Design gf163_kmul_seq, sky130hd; sources not shown.
Figure 1. PDN straps and rails.
Scale bar: 100 µm. Pins as bars on the die edge.
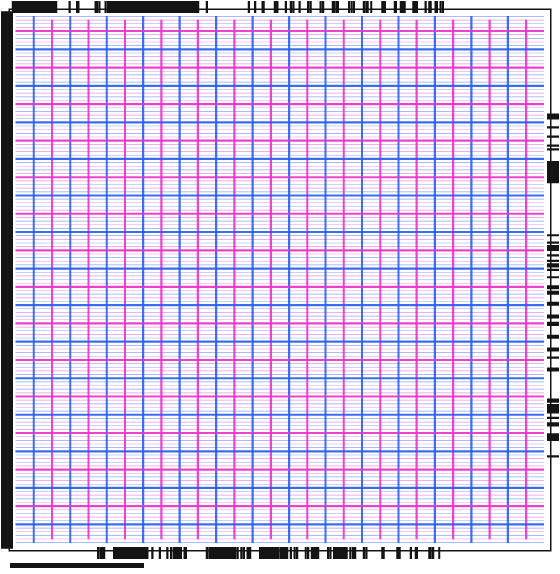
VDD: drawn in magenta. VSS: drawn in blue.
659 signal pins sit on the boundary. 28 straps on met4. 28 straps on met5.
Vert. Die Dim: 401.9 µm
maximum vdd drop: 0.0002780 V

Figure 2. Cell classes on the final placement.
Scale bar: 100 µm.
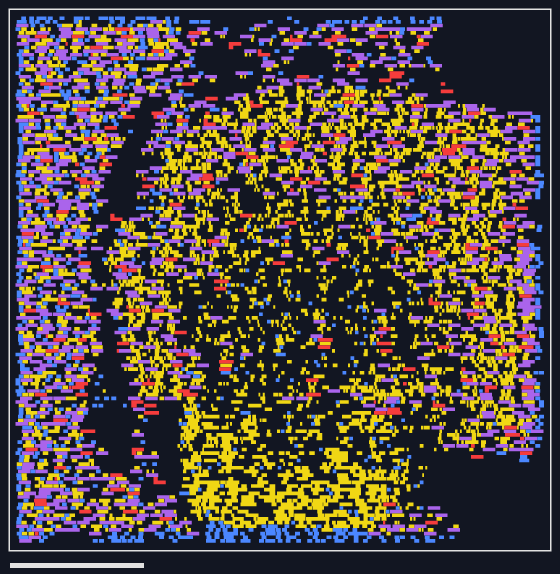
flops: drawn in purple, cells 824, share of their area 31%. all other logic: drawn in yellow, cells 3,960, share of their area 49%. clock drivers and dummy loads: drawn in red, cells 249, share of their area 7.3%. other buffers and delay cells: drawn in blue, cells 861, share of their area 13%.
Core Area: 154,000 µm²
post-layout instance area: 68,210 µm²
sequential cell area share: 0.3025

Figure 3. Routed clock nets over the placement.
Scale bar: 100 µm.
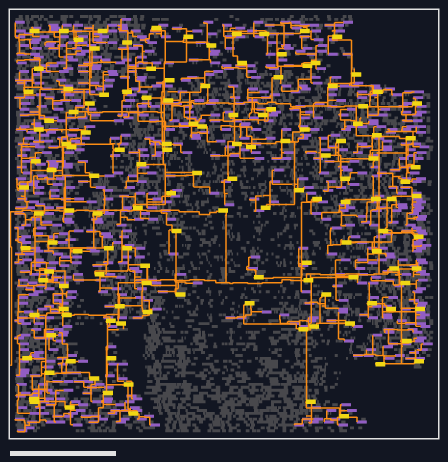
flip-flops: drawn in purple, count 824. cells driving clock nets: drawn in yellow, count 137. clock wires: drawn in orange, length 13,900 µm.
Position of the flops: all over the die. There are 138 routed clock nets.
Clk pwr share: 0.223
final clock skew: 62.51 ps
clk latency late pin: 810 ps

Figure 4. Wiring by layer.
Two of the layers only.
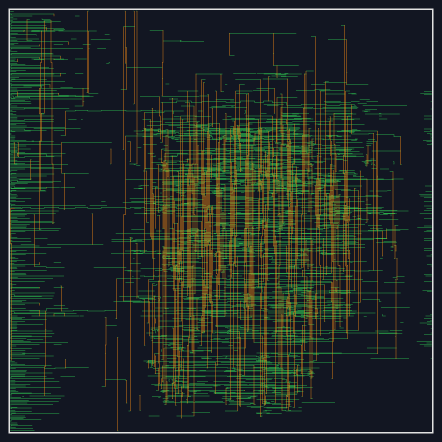
met4: drawn in orange, wire length 23.2 mm. met3: drawn in green, wire length 34.8 mm.
routed length per placed instance: 36.19 µm
via count: 50,000

==> flow_summary.toml <==
# flow metrics
[outcome]
status = "finished, violations left"
violations = "capacitance limit"

[floorplan]
initCoreUtil = 0.3525
taps = 2044

[synth]
ys_cells = 5270
ys_warn_count = 0
yosysTopAreaCell = "dfrtp_1"
synthArstFlopShare = 1.000
ys_sh_mux = 0.2294
synthFlopType = "dfrtp_1"
ys.flops = 824

[layout]
largest_class = "combinational gates"
inv_count = 58
ff_count = 824
syn_to_final_growth_pct = 25.61
buffer_area_frac = 0.1222

[global_routing]
antenna_found_initial = 65
grt_start_max_net_pins = 140

[detailed_routing]
drt_iter0_drc = 6103
ant_nets = 0

[clock_tree]
htree_levels = 4
cts_resized = 0
cts_hold_buf = 0

[critical_path]
crit_arrival_ps = 6480
cp.required_ps = 7200
crit_type = "register to register"
cpPeakStageDelay_ps = 1190
reg2reg_slack_ps = 720
crit_cells = 11
cp-start-kind = "register"

[placement]
hpwl_um = 213800
place.gp.congestion = 1.109

[job]
maxCapViolations = 1

[sta]
setup_viol = 0
==> per-layer routing <==
metal / share of wire / wire, µm / track usage / vias to the layer above
li1: - / - / - / 20478
met2: 0.43 / 125300 / 0.5157 / 3515
met3: 0.12 / 34770 / 0.1329 / 915
met1: 0.36 / 104400 / 0.4112 / 25032
met4: 0.080 / 23190 / 0.2262 / 60
met5: 0.0014 / 402 / 0 / -
==> power by group through the flow <==
stage | Combinational, µW | Sequential (µW) | Clock, µW
final | 18900 | 8200 | 7750
after global routing | 19100 | 8400 | 8110
after CTS | 18100 | 8190 | 7870
after detailed placement | 18100 | 8270 | 0
after global placement | 18000 | 8190 | 0
after floorplan | 9460 | 7800 | 0
No activity file was given, so power comes from the tool's default toggle rates.
